### src/rtl/prbs_pkg.sv
// Shared definitions for the PRBS7 link checker: controller state encoding,
// PRBS7 tap positions and a popcount helper.
package prbs_pkg;

    typedef enum logic [2:0] {
        ST_IDLE = 3'd0,
        ST_FILL = 3'd1,
        ST_LOCK = 3'd2,
        ST_RUN  = 3'd3,
        ST_DONE = 3'd4
    } state_t;

    // s[n] = s[n-PRBS_TAP_A] ^ s[n-PRBS_TAP_B]
    localparam int PRBS_TAP_A = 7;
    localparam int PRBS_TAP_B = 6;
    localparam int HIST_W     = PRBS_TAP_A;

    function automatic logic [5:0] popcount32(input logic [31:0] v);
        logic [5:0] n;
        n = '0;
        for (int i = 0; i < 32; i++) begin
            n = n + 6'(v[i]);
        end
        return n;
    endfunction

endpackage

### src/rtl/prbs7_chk32.sv
// Self-synchronising PRBS7 checker, 32 bits per word; one cycle from in_vld to chk_vld.
// No backpressure: every qualified word produces a result on the following cycle.
module prbs7_chk32
    import prbs_pkg::*;
(
    input  logic        clk,
    input  logic        rst_n,
    input  logic        in_vld,
    input  logic        chk_en,
    input  logic [31:0] in_dat,
    output logic        chk_vld,
    output logic [31:0] err_mask,
    output logic [5:0]  err_pop
);

    logic [HIST_W-1:0]    hist_q, hist_d;
    logic [31:0]          mask_q, mask_d;
    logic [5:0]           pop_q, pop_d;
    logic                 vld_q, vld_d;
    logic [HIST_W+31:0]   ext;

    // ext[0..6] are the last seven bits of the previous word, oldest first;
    // received bits (right or wrong) become history for later predictions.
    always_comb begin
        ext    = {in_dat, hist_q};
        mask_d = '0;
        for (int i = 0; i < 32; i++) begin
            mask_d[i] = ext[HIST_W+i] ^ ext[HIST_W+i-PRBS_TAP_A] ^ ext[HIST_W+i-PRBS_TAP_B];
        end
        pop_d  = popcount32(mask_d);
        vld_d  = in_vld & chk_en;
        hist_d = in_vld ? in_dat[31:32-HIST_W] : hist_q;
    end

    always_ff @(posedge clk or negedge rst_n) begin
        if (!rst_n) begin
            hist_q <= '0;
            mask_q <= '0;
            pop_q  <= '0;
            vld_q  <= 1'b0;
        end else begin
            hist_q <= hist_d;
            mask_q <= mask_d;
            pop_q  <= pop_d;
            vld_q  <= vld_d;
        end
    end

    assign chk_vld  = vld_q;
    assign err_mask = mask_q;
    assign err_pop  = pop_q;

endmodule

### src/rtl/prbs_link_ctrl.sv
// PRBS7 link test controller: fill history, acquire lock, count errors over test_len words.
// Results lag rx_valid by one cycle; rx_valid low simply stalls all counters.
module prbs_link_ctrl
    import prbs_pkg::*;
#(
    parameter int LOCK_CNT   = 8,
    parameter int UNLOCK_CNT = 4,
    parameter int LOCK_TMO   = 1024,
    parameter int ERR_W      = 16
) (
    input  logic             clk,
    input  logic             rst_n,
    input  logic             start,
    input  logic             abort,
    input  logic [31:0]      test_len,
    input  logic [31:0]      rx_data,
    input  logic             rx_valid,
    output logic             gen_en,
    output logic             busy,
    output logic             locked,
    output logic             done,
    output logic             pass,
    output logic             lost_lock,
    output logic [ERR_W-1:0] err_cnt,
    output logic [31:0]      word_cnt
);

    localparam int GW = $clog2(LOCK_CNT + 1);
    localparam int BW = $clog2(UNLOCK_CNT + 1);
    localparam int TW = $clog2(LOCK_TMO + 1);
    localparam int SW = ERR_W + 6;

    state_t           state_q, state_d;
    logic [31:0]      tlen_q, tlen_d;
    logic [GW-1:0]    good_q, good_d, good_nxt;
    logic [BW-1:0]    bad_q, bad_d, bad_nxt;
    logic [TW-1:0]    tmo_q, tmo_d, tmo_nxt;
    logic [ERR_W-1:0] err_q, err_d, err_nxt;
    logic [31:0]      word_q, word_d, word_nxt;
    logic             lost_q, lost_d;
    logic             pass_q, pass_d;
    logic             busy_q, busy_d;
    logic             locked_q, locked_d;
    logic             done_q, done_d;
    logic             gen_q, gen_d;
    logic [SW-1:0]    err_sum;

    logic             chk_ld, chk_en;
    logic             chk_vld;
    logic [31:0]      chk_mask;
    logic [5:0]       chk_pop;
    logic             word_bad;

    assign chk_ld = rx_valid && (state_q == ST_FILL || state_q == ST_LOCK || state_q == ST_RUN);
    assign chk_en = (state_q == ST_LOCK || state_q == ST_RUN);

    prbs7_chk32 u_chk (
        .clk      (clk),
        .rst_n    (rst_n),
        .in_vld   (chk_ld),
        .chk_en   (chk_en),
        .in_dat   (rx_data),
        .chk_vld  (chk_vld),
        .err_mask (chk_mask),
        .err_pop  (chk_pop)
    );

    assign word_bad = |chk_mask;

    always_comb begin
        state_d  = state_q;
        tlen_d   = tlen_q;
        good_d   = good_q;
        bad_d    = bad_q;
        tmo_d    = tmo_q;
        err_d    = err_q;
        word_d   = word_q;
        lost_d   = lost_q;
        pass_d   = pass_q;

        good_nxt = word_bad ? '0 : good_q + GW'(1);
        bad_nxt  = word_bad ? bad_q + BW'(1) : '0;
        tmo_nxt  = tmo_q + TW'(1);
        word_nxt = word_q + 32'd1;
        err_sum  = SW'(err_q) + SW'(chk_pop);
        err_nxt  = (|err_sum[SW-1:ERR_W]) ? '1 : err_sum[ERR_W-1:0];

        // Abort only moves the state; every counter and flag keeps its value.
        if (abort) begin
            state_d = ST_IDLE;
        end else begin
            case (state_q)
                ST_IDLE, ST_DONE: begin
                    if (start) begin
                        state_d = ST_FILL;
                        tlen_d  = test_len;
                        good_d  = '0;
                        bad_d   = '0;
                        tmo_d   = '0;
                        err_d   = '0;
                        word_d  = '0;
                        lost_d  = 1'b0;
                        pass_d  = 1'b0;
                    end
                end
                ST_FILL: begin
                    if (rx_valid) begin
                        state_d = ST_LOCK;
                        good_d  = '0;
                    end
                end
                ST_LOCK: begin
                    if (chk_vld) begin
                        good_d = good_nxt;
                        tmo_d  = tmo_nxt;
                        if (good_nxt == GW'(LOCK_CNT)) begin
                            if (tlen_q == 32'd0) begin
                                state_d = ST_DONE;
                                pass_d  = 1'b1;
                            end else begin
                                state_d = ST_RUN;
                                bad_d   = '0;
                            end
                        end else if (tmo_nxt == TW'(LOCK_TMO)) begin
                            state_d = ST_DONE;
                            pass_d  = 1'b0;
                        end
                    end
                end
                ST_RUN: begin
                    if (chk_vld) begin
                        word_d = word_nxt;
                        err_d  = err_nxt;
                        bad_d  = bad_nxt;
                        if (word_nxt == tlen_q) begin
                            state_d = ST_DONE;
                            pass_d  = (err_nxt == '0) && !lost_q;
                        end else if (bad_nxt == BW'(UNLOCK_CNT)) begin
                            state_d = ST_LOCK;
                            lost_d  = 1'b1;
                            good_d  = '0;
                        end
                    end
                end
                default: state_d = ST_IDLE;
            endcase
        end

        busy_d   = (state_d == ST_FILL) || (state_d == ST_LOCK) || (state_d == ST_RUN);
        gen_d    = busy_d;
        locked_d = (state_d == ST_RUN);
        done_d   = (state_d == ST_DONE);
    end

    always_ff @(posedge clk or negedge rst_n) begin
        if (!rst_n) begin
            state_q  <= ST_IDLE;
            tlen_q   <= '0;
            good_q   <= '0;
            bad_q    <= '0;
            tmo_q    <= '0;
            err_q    <= '0;
            word_q   <= '0;
            lost_q   <= 1'b0;
            pass_q   <= 1'b0;
            busy_q   <= 1'b0;
            locked_q <= 1'b0;
            done_q   <= 1'b0;
            gen_q    <= 1'b0;
        end else begin
            state_q  <= state_d;
            tlen_q   <= tlen_d;
            good_q   <= good_d;
            bad_q    <= bad_d;
            tmo_q    <= tmo_d;
            err_q    <= err_d;
            word_q   <= word_d;
            lost_q   <= lost_d;
            pass_q   <= pass_d;
            busy_q   <= busy_d;
            locked_q <= locked_d;
            done_q   <= done_d;
            gen_q    <= gen_d;
        end
    end

    assign gen_en    = gen_q;
    assign busy      = busy_q;
    assign locked    = locked_q;
    assign done      = done_q;
    assign pass      = pass_q;
    assign lost_lock = lost_q;
    assign err_cnt   = err_q;
    assign word_cnt  = word_q;

endmodule

### config.mk
export PLATFORM = sky130hd
export DESIGN_NAME = prbs_link_ctrl
export DESIGN_NICKNAME = d
export VERILOG_FILES = /design/src/rtl/prbs_pkg.sv /design/src/rtl/prbs7_chk32.sv /design/src/rtl/prbs_link_ctrl.sv
export SDC_FILE = /design/constraint.sdc
export NUM_CORES = 1
export LEC_CHECK = 0
export ABC_AREA = 1
export ABC_CLOCK_PERIOD_IN_PS = 12390
export CAP_MARGIN = 20
export CORE_ASPECT_RATIO = 1.2
export CORE_MARGIN = 2
export CORE_UTILIZATION = 25
export CTS_CLUSTER_DIAMETER = 30
export DETAILED_ROUTE_END_ITERATION = 8
export HOLD_SLACK_MARGIN = 0.15
export PLACE_DENSITY = 0.52
export RECOVER_POWER = 100
export SKIP_CTS_REPAIR_TIMING = 1
export SYNTH_ARGS = -nofsm -noshare
export SYNTH_HDL_FRONTEND = slang
export SYNTH_HIERARCHICAL = 1
export SYNTH_SLANG_ARGS = --single-unit
### constraint.sdc
create_clock -name clk -period 12.39 [get_ports clk]
set_input_delay 1.239 -clock clk [delete_from_list [all_inputs] [get_ports clk]]
set_output_delay 1.239 -clock clk [all_outputs]
set_load 0.02 [all_outputs]
Run 1, M1 wires:
(2 px per µm) Supply wires on this layer in gray.
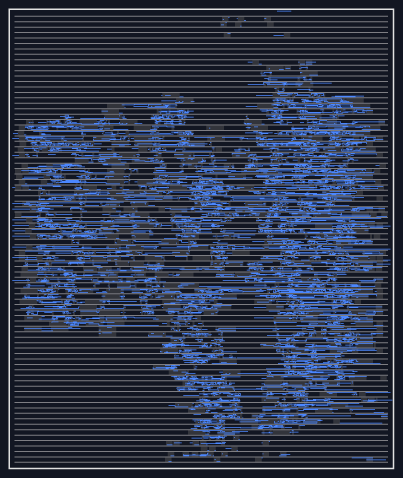
wire length on this layer: 13900 µm
share of all routed wire: 42%
longest straight run: 43.7 µm
WL final: 33.5 mm
global routing met1 resource utilization: 0.179

Run 1, signal wires on met2:
(2 px per µm)
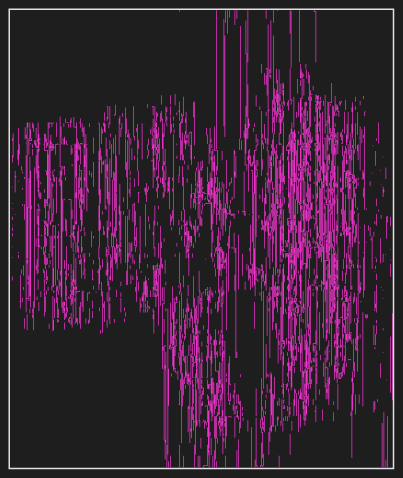
share of all routed wire: 51%
wire length on this layer: 17100 µm
nets with wire on the layer: 1444
longest straight run: 78.5 µm
main direction: vertical
global routing met2 resource utilization: 0.284
vias: 10400

Run 1, signal wires on met3:
(2 px per µm)
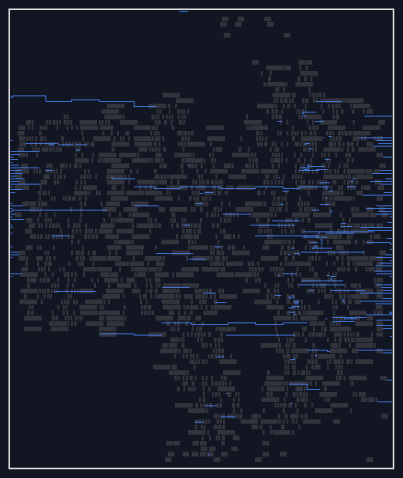
wire length on this layer: 1510 µm
main direction: horizontal
nets with wire on the layer: 152
share of all routed wire: 4.5%
routing usage on met3: 0.0304

==> deck_impl_summary.md, run 1 <==
Flow Results at a Glance

Outcome
  • Outcome: finished, violations left
  • Failing checks: max-capacitance violations, max-slew violations

Die
  • Pre-Place Util: 0.253
  • Die area: 0.0438 mm²
  • Total number of tap cells: 546
  • Area of the placeable core: around 0.042 mm²
  • Width of the die: ~190 µm
  • Io pins: 123

Power
  • Combinational-cell power consumption: around 1700 µW
  • Pwr dens: between 200 and 250 mW/mm²
  • Clock network fraction of design power: 0.189
  • Clock distribution power: roughly 560 µW
  • Static power due to leakage: 0.00650 µW
  • Dominant power group: combinational logic
  • NetSw: approximately 1300 µW
  • Total power: just under 3000 µW
  • Internal Pwr Total: between 1500 and 2000 µW
  • Proportion of power drawn by combinational gates: 0.578
  • Power of the sequential group: between 600 and 700 µW
  • Fraction of power spent switching nets: 0.443

Worst hold path
  • End point of the worst hold path: bad_q[1]
  • Min-delay src: bad_q[1]
  • Hold Crit Depth: 2
  • Type of the worst min-delay path: reg -> reg

Detailed routing
  • Top layer reached by signal wires: met5
  • Total met3 wirelength after detailed routing: between 1.5 and 2 mm
  • ANT nets after route: 0
  • Length of routed met2 wiring: between 15 and 20 mm
  • Via density per instance: around 4.6
  • Starting DRC count in detailed routing: 610
  • Mean routed wirelength per cell: between 10 and 15 µm
  • Count of unresolved DRC violations after routing: 0
  • Number of optimization iterations in the first detailed-route pass: 5
  • Routed metal-1 wirelength: around 14 mm

Synthesis
  • Post-synthesis share of cell area spent on and, or, nand and nor gates: 0.401
  • Fraction of synthesis flops using an asynchronous set or reset pin: 1.00
  • Cell accounting for the most synthesized area: sky130_fd_sc_hd__dfrtp_1
  • Area fraction in full adders, half adders and majority gates: 0.0677
  • Count of flip-flops with a built-in enable after synthesis: 0
  • Leading cell type by number of instances after synthesis: sky130_fd_sc_hd__nand2_1
  • Mux cell area share: 0
  • Proportion of synthesized chip area in sequential cells: 0.361
  • Net count after synthesis: roughly 1700
  • Number of distinct standard cells referenced by the synthesized netlist: approximately 40
  • Compound-Gate Fraction of Synth Area: 0.0627
  • Most instantiated flip-flop cell in the synthesis netlist: sky130_fd_sc_hd__dfrtp_1
  • Netlist area before placement: 0.0105 mm²
  • Number of synthesized register bits: 152
  • Top cells by count: 566 x sky130_fd_sc_hd__nand2_1, 229 x sky130_fd_sc_hd__inv_1, 180 x sky130_fd_sc_hd__nand3_1
  • Avg Inst Size Synth: roughly 6.7 µm²
  • Most area-consuming cells after synthesis: sky130_fd_sc_hd__dfrtp_1 36%, sky130_fd_sc_hd__nand2_1 20%, sky130_fd_sc_hd__nand3_1 8.6%
  • Tally of yosys warning messages: 6
  • Post-synthesis cell count: around 1600
  • Yosys top cell area share: 0.361
  • Largest combinational cell category by area: simple AND/OR/NAND/NOR gates

Finish
  • Clock tree cell share of total cell area: 0.0480
  • Share of post-route cells with drive strength above 1: 0.0454
  • Commonest non-fill, non-tap cells in the layout: 573 x sky130_fd_sc_hd__nand2_1, 240 x sky130_fd_sc_hd__inv_1, 180 x sky130_fd_sc_hd__nand3_1, 152 x sky130_fd_sc_hd__dfrtp_1, 146 x sky130_fd_sc_hd__nor2_1
  • Sequential standard cell area: ~0.0038 mm²
  • Number of fill cells: 4605
  • Top cell excl fill/tap: sky130_fd_sc_hd__nand2_1
  • Final core area utilization: 0.311
  • Biggest Area Class: combinational gates
  • Count of buffers not belonging to the clock network in the layout: about 130
  • Clock buffer instance count of the final layout: 20
  • Synth-to-Final Area Change: 23.0%
  • Share of cell area taken by multi-input logic gates: 0.438
  • Net count, final: 1817
  • Number of multi-input combinational cells in the layout: around 1200
  • Number of ordinary inverters in the final layout: 252
  • Comb gate area: 0.00567 mm²

Setup path
  • Cell-by-cell trace of the critical path: clkbuf_1, clkbuf_1
  • Critical path's top delay family: buffers and inverters
  • Largest driver fanout on the critical path: 90
  • Launching point of the worst reg2reg path: u_chk/hist_q[1]
  • Kind of capture point of the worst setup path: async pin
  • Slowest stage delay, CP: about 3600 ps
  • Buffers & Inverters on Critical Path: 2
  • Reg2reg setup slack: around 7300 ps
  • Critical Path RT: 12230 ps
  • Arrival time reported for the critical path endpoint: around 7400 ps
  • Number of cells on the critical path: 2
  • Worst reg2reg endpoint: u_chk/err_pop[4]
  • Capture point of the critical path: u_chk/err_mask[4]
  • Number of cell instances on the worst register-to-register path: 23
  • Startpoint types: primary input

Placed design
  • Port buffer count: between 100 and 150
  • Half-perimeter wire length after placement: 26.2 mm
  • Weighted congestion reported at the end of routability-driven placement: 0.936

Clocking
  • CTS Buf Count: 17
  • Deepest clock path buffer count: 2
  • CTS HTree Levels: 4
  • Clock-pin slew of the registers on the worst-case setup and hold paths: 60 ps
  • Clock latency on the worst-skew pair: ~440 ps
  • Root Driver: sky130_fd_sc_hd__clkbuf_16

Final timing
  • Headroom to the max-slew limit: -2.45
  • Post-route clock skew: around 10 ps
  • Worst Max-Slew Pin Slew: approximately 5200 ps
  • Final number of max-transition violations: approximately 300
  • Maximum clock frequency: 132 MHz
  • Setup ws final: about 4800 ps
  • Final worst path period need: 7550 ps
  • Count of endpoints failing setup in the final report: 0
  • Aggregate negative setup slack: 0 ps
  • Final number of hold-violating endpoints: 0

Global routing
  • Initial antenna violation count: 2
  • GRT busiest layer: met2
  • Vias in the first global route: ~10000
  • Global-route congestion overflow total: 0
  • Global-route wire length before repair: approximately 53 mm

Job
  • Total tool warning count: 26
  • Number of maximum-capacitance constraint violations: 6
## run 1: stage by stage
step	instances	instance area, µm²
final	2266	13000
after global routing	2266	13000
after CTS	2265	13000
after detailed placement	2233	12400
after global placement	2233	12400
after floorplan	1580	10500
## run 1: state kept, by name, indices dropped and copies added (netlist names), 3 cells and up
register	flops
state_q	3
u_chk/hist_q	7
tmo_q	11
tlen_q	32
good_q	4
bad_q	3
err_cnt	16
word_cnt	32
u_chk/err_pop	6
u_chk/err_mask	32
## run 1: cells by family after synthesis
family | count (synthesis)
compound gates | 122
xor+xnor | 12
fa+ha+maj | 42
buf+inv | 271
flops | 152
simple gates | 981
Run 1, track usage over the die:
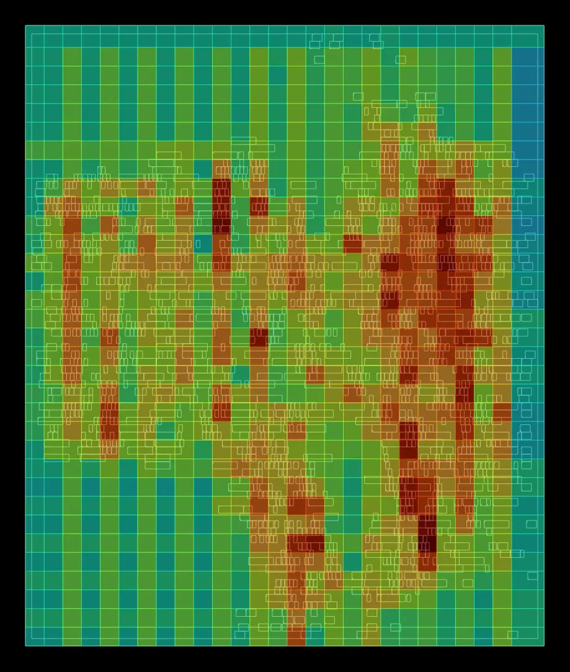

==> run 2: changes to the inputs <==
ABC_CLOCK_PERIOD_IN_PS = 6250   (was 12390)
PLACE_DENSITY = 0.53   (was 0.52)
clock period = 6.25 ns   (was 12.39 ns; I/O delays follow)
Run 2, track usage over the die:
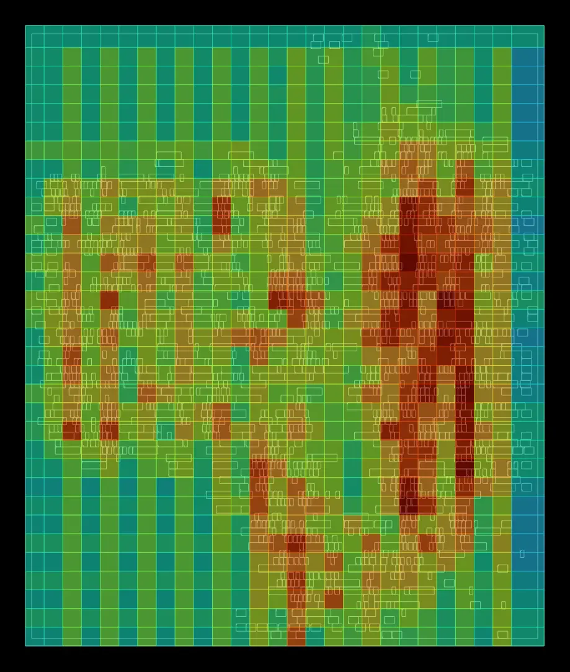
overall routing resource usage: 0.157
global routing met1 resource utilization: 0.186
mean routed wirelength per cell: 14.7 µm

Run 2, signal wires on met2:
(2 px per µm)
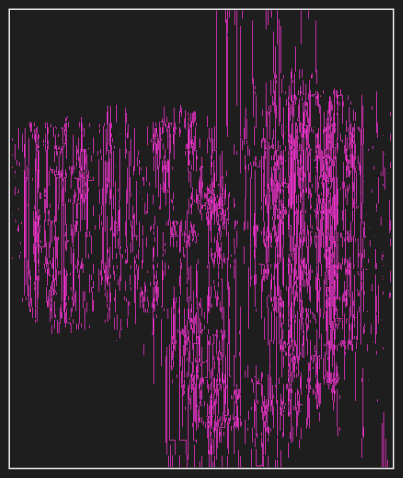
longest straight run: 74.5 µm
share of all routed wire: 51%
nets with wire on the layer: 1438
main direction: vertical
WL final: 33.2 mm
global routing met2 resource utilization: 0.284
vias: 10200

==> run 2 against run 1 <==
  * The flow still finishes with violations (max-capacitance violations, max-slew violations)
  * Sequential power grew 98%
  * Via count shrank 1.0%
  * Sequential cell count is the same
  * Wire length shrank 0.67%
  * Non-clock buffer count shrank 1
  * Count of clock-buffer cells in the layout grew 3
  * Die area is the same
  * Largest power group unchanged
==> deck_impl_summary.md, run 2 <==
Flow Results at a Glance

Detailed routing
  • Number of optimization iterations in the first detailed-route pass: 5 (unchanged)
  • Total met3 wirelength after detailed routing: 1.37 mm (-9.0%)
  • ANT nets after route: 0 (unchanged)
  • Via density per instance: 4.53 (-0.83%)
  • Top layer reached by signal wires: met5
  • Starting DRC count in detailed routing: 653 (+7.0%)
  • Routed metal-1 wirelength: 14.0 mm (+0.71%)
  • Count of unresolved DRC violations after routing: 0 (unchanged)
  • Length of routed met2 wiring: 16.9 mm (-1.2%)

Setup path
  • Critical path launch point: rx_data[17]
  • Launching point of the worst reg2reg path: state_q[1]
  • Buffers & Inverters on Critical Path: 7 (+5)
  • Number of cells on the critical path: 24 (+22)
  • Most used cell, CP: sky130_fd_sc_hd__nand2_1
  • Startpoint types: primary input
  • Critical Path RT: 6580 ps (-5650 ps)
  • Reg2reg setup slack: 1190 ps (-6090 ps)
  • Largest driver fanout on the critical path: 4 (-96%)
  • Worst reg2reg endpoint: err_cnt[0]
  • Slowest stage delay, CP: 620 ps (-2940 ps)
  • Arrival time reported for the critical path endpoint: 5770 ps (-1620 ps)
  • Cell-by-cell trace of the critical path: dlygate4sd3_1, inv_1, nand2_1, nand2_1, nand2_1, nand2_1, fa_1, fa_1, inv_1, fa_1, inv_1, fa_1, fa_1, fa_1, inv_1, ha_1, inv_1, fa_1, inv_1, nand2_1, nand2_1, nand2_1, nand2_1, nand2_1
  • Number of cell instances on the worst register-to-register path: 6 (-74%)
  • Critical path's top delay family: adder cells
  • Kind of capture point of the worst setup path: register
  • Critical-path top delay cell: sky130_fd_sc_hd__dlygate4sd3_1
  • Capture point of the critical path: u_chk/err_pop[4]

Global routing
  • Routing usage on met3: 0.0263 (-0.00415)
  • Global-route wire length before repair: 54.0 mm (+1.8%)
  • GRT busiest layer: met2
  • Initial antenna violation count: 2 (unchanged)
  • Vias in the first global route: 10300 (+0.62%)
  • Global-route congestion overflow total: 0 (unchanged)
  • Largest net degree at the start of global routing: between 80 and 90

Clocking
  • Clock-pin slew of the registers on the worst-case setup and hold paths: 60 ps (about the same)
  • CTS HTree Levels: 4 (unchanged)
  • Root Driver: sky130_fd_sc_hd__clkbuf_16
  • CTS sink cnt: between 150 and 200
  • Deepest clock path buffer count: 2 (unchanged)
  • Clock latency on the worst-skew pair: 440 ps (about the same)
  • CTS Buf Count: 17 (unchanged)

Synthesis
  • Post-synthesis cell count: 1580 (unchanged)
  • Net count after synthesis: 1691 (unchanged)
  • Netlist area before placement: 0.0105 mm² (unchanged)
  • Most instantiated flip-flop cell in the synthesis netlist: sky130_fd_sc_hd__dfrtp_1
  • Top cells by count: 566 x sky130_fd_sc_hd__nand2_1, 229 x sky130_fd_sc_hd__inv_1, 180 x sky130_fd_sc_hd__nand3_1
  • Mux cell area share: 0 (unchanged)
  • Yosys chip area: about 0.011 mm²
  • Cell accounting for the most synthesized area: sky130_fd_sc_hd__dfrtp_1
  • Fraction of synthesis flops using an asynchronous set or reset pin: 1.00 (unchanged)
  • Yosys top cell area share: 0.361 (unchanged)
  • Tally of yosys warning messages: 6 (unchanged)
  • Leading cell type by number of instances after synthesis: sky130_fd_sc_hd__nand2_1
  • Number of synthesized register bits: 152 (unchanged)
  • Compound-Gate Fraction of Synth Area: 0.0627 (unchanged)
  • Largest combinational cell category by area: simple AND/OR/NAND/NOR gates
  • Number of distinct standard cells referenced by the synthesized netlist: 40 (unchanged)
  • Proportion of synthesized chip area in sequential cells: 0.361 (unchanged)
  • Count of flip-flops with a built-in enable after synthesis: 0 (unchanged)
  • Most area-consuming cells after synthesis: sky130_fd_sc_hd__dfrtp_1 36%, sky130_fd_sc_hd__nand2_1 20%, sky130_fd_sc_hd__nand3_1 8.6%
  • Avg Inst Size Synth: 6.67 µm² (unchanged)
  • Area fraction in full adders, half adders and majority gates: 0.0677 (unchanged)
  • Post-synthesis share of cell area spent on and, or, nand and nor gates: 0.401 (unchanged)

Finish
  • Sequential standard cell area: 0.00380 mm² (unchanged)
  • Share of cell area taken by multi-input logic gates: 0.437 (-0.000495)
  • Share of post-route cells with drive strength above 1: 0.0443 (-0.00109)
  • Count of buffers not belonging to the clock network in the layout: 125 (-0.79%)
  • Number of fill cells: 4576 (-0.63%)
  • Final standard cell area without fillers: 0.0130 mm² (about the same)
  • Layout non-clock buf frac: 0.0949
  • Top cell excl fill/tap: sky130_fd_sc_hd__nand2_1
  • Number of ordinary inverters in the final layout: 252 (unchanged)
  • Clock tree cell share of total cell area: 0.0486 (+0.000589)
  • Number of multi-input combinational cells in the layout: 1157 (unchanged)
  • Comb gate area: 0.00567 mm² (-0.13%)
  • Net count, final: 1816 (-0.055%)
  • Synth-to-Final Area Change: 23.0% (about the same)
  • Final core area utilization: 0.311 (about the same)
  • Biggest Area Class: combinational gates
  • Clock buffer instance count of the final layout: 23 (+15%)
  • Commonest non-fill, non-tap cells in the layout: 574 x sky130_fd_sc_hd__nand2_1, 239 x sky130_fd_sc_hd__inv_1, 181 x sky130_fd_sc_hd__nand3_1, 152 x sky130_fd_sc_hd__dfrtp_1, 146 x sky130_fd_sc_hd__nor2_1

Worst hold path
  • Type of the worst min-delay path: reg -> reg

Die
  • Area of the placeable core: 0.0417 mm² (unchanged)
  • Width of the die: 191 µm (unchanged)
  • Die area: 0.0438 mm² (unchanged)
  • Io pins: 123 (unchanged)
  • Total number of tap cells: 546 (unchanged)
  • Pre-Place Util: 0.253 (unchanged)

Final timing
  • Worst Max-Slew Pin Slew: 4880 ps (-293 ps)
  • Final critical-path share of the clock period: 0.870
  • Final worst path period need: 5440 ps
  • Maximum clock frequency: approximately 180 MHz
  • Final number of hold-violating endpoints: 0 (unchanged)
  • WHS: 489 ps
  • Headroom to the max-slew limit: -2.25 (+0.196)
  • Count of endpoints failing setup in the final report: 0 (unchanged)
  • Post-route clock skew: 13.4 ps (+3.10 ps)
  • Final number of max-transition violations: 184 (-39%)
  • Setup ws final: 811 ps (-4030 ps)
  • Aggregate negative setup slack: 0 ps (unchanged)

Power
  • Static power due to leakage: 0.00651 µW (+0.19%)
  • Pwr dens: 453 mW/mm² (+97%)
  • Max rail drop VDD: 0.000806 V

Placed design
  • Half-perimeter wire length after placement: 26.2 mm (about the same)
  • Weighted congestion reported at the end of routability-driven placement: 0.946 (+1.0%)
  • Port buffer count: 122 (unchanged)
  • Area post-placement: 0.0124 mm² (about the same)

Job
  • Total tool warning count: 26 (unchanged)
  • Number of maximum-capacitance constraint violations: 3 (-3)

Outcome
  • Outcome: finished, violations left
  • Failing checks: max-capacitance violations, max-slew violations
[run 2: how the worst min path moves through the flow]
stage | cells after the start | startpoint | slack [ps] | end
finish | 2 | bad_q[1] | 490 | bad_q[1]
global route | 2 | good_q[3] | 510 | good_q[3]
CTS | 1 | rst_n | 290 | word_cnt[2]
detailed placement | 2 | bad_q[1] | 480 | bad_q[1]
global placement | 2 | pass | 470 | pass
floorplan | 0 | rst_n | 330 | bad_q[0]
[run 2: through the flow]
stage / cells / power, µW
2_1_floorplan: 1580 / 3990
3_3_place_gp: 2232 / 4780
3_5_place_dp: 2232 / 4780
4_1_cts: 2262 / 5970
5_1_grt: 2262 / 6510
6_report: 2262 / 5870
[run 2: power by group]
part           internal (µW)  switching [µW]
logic                   1330            2030
registers               1250             127
clock network            707             423
total                   3290            2580
Power is estimated from default activity; no workload was simulated.
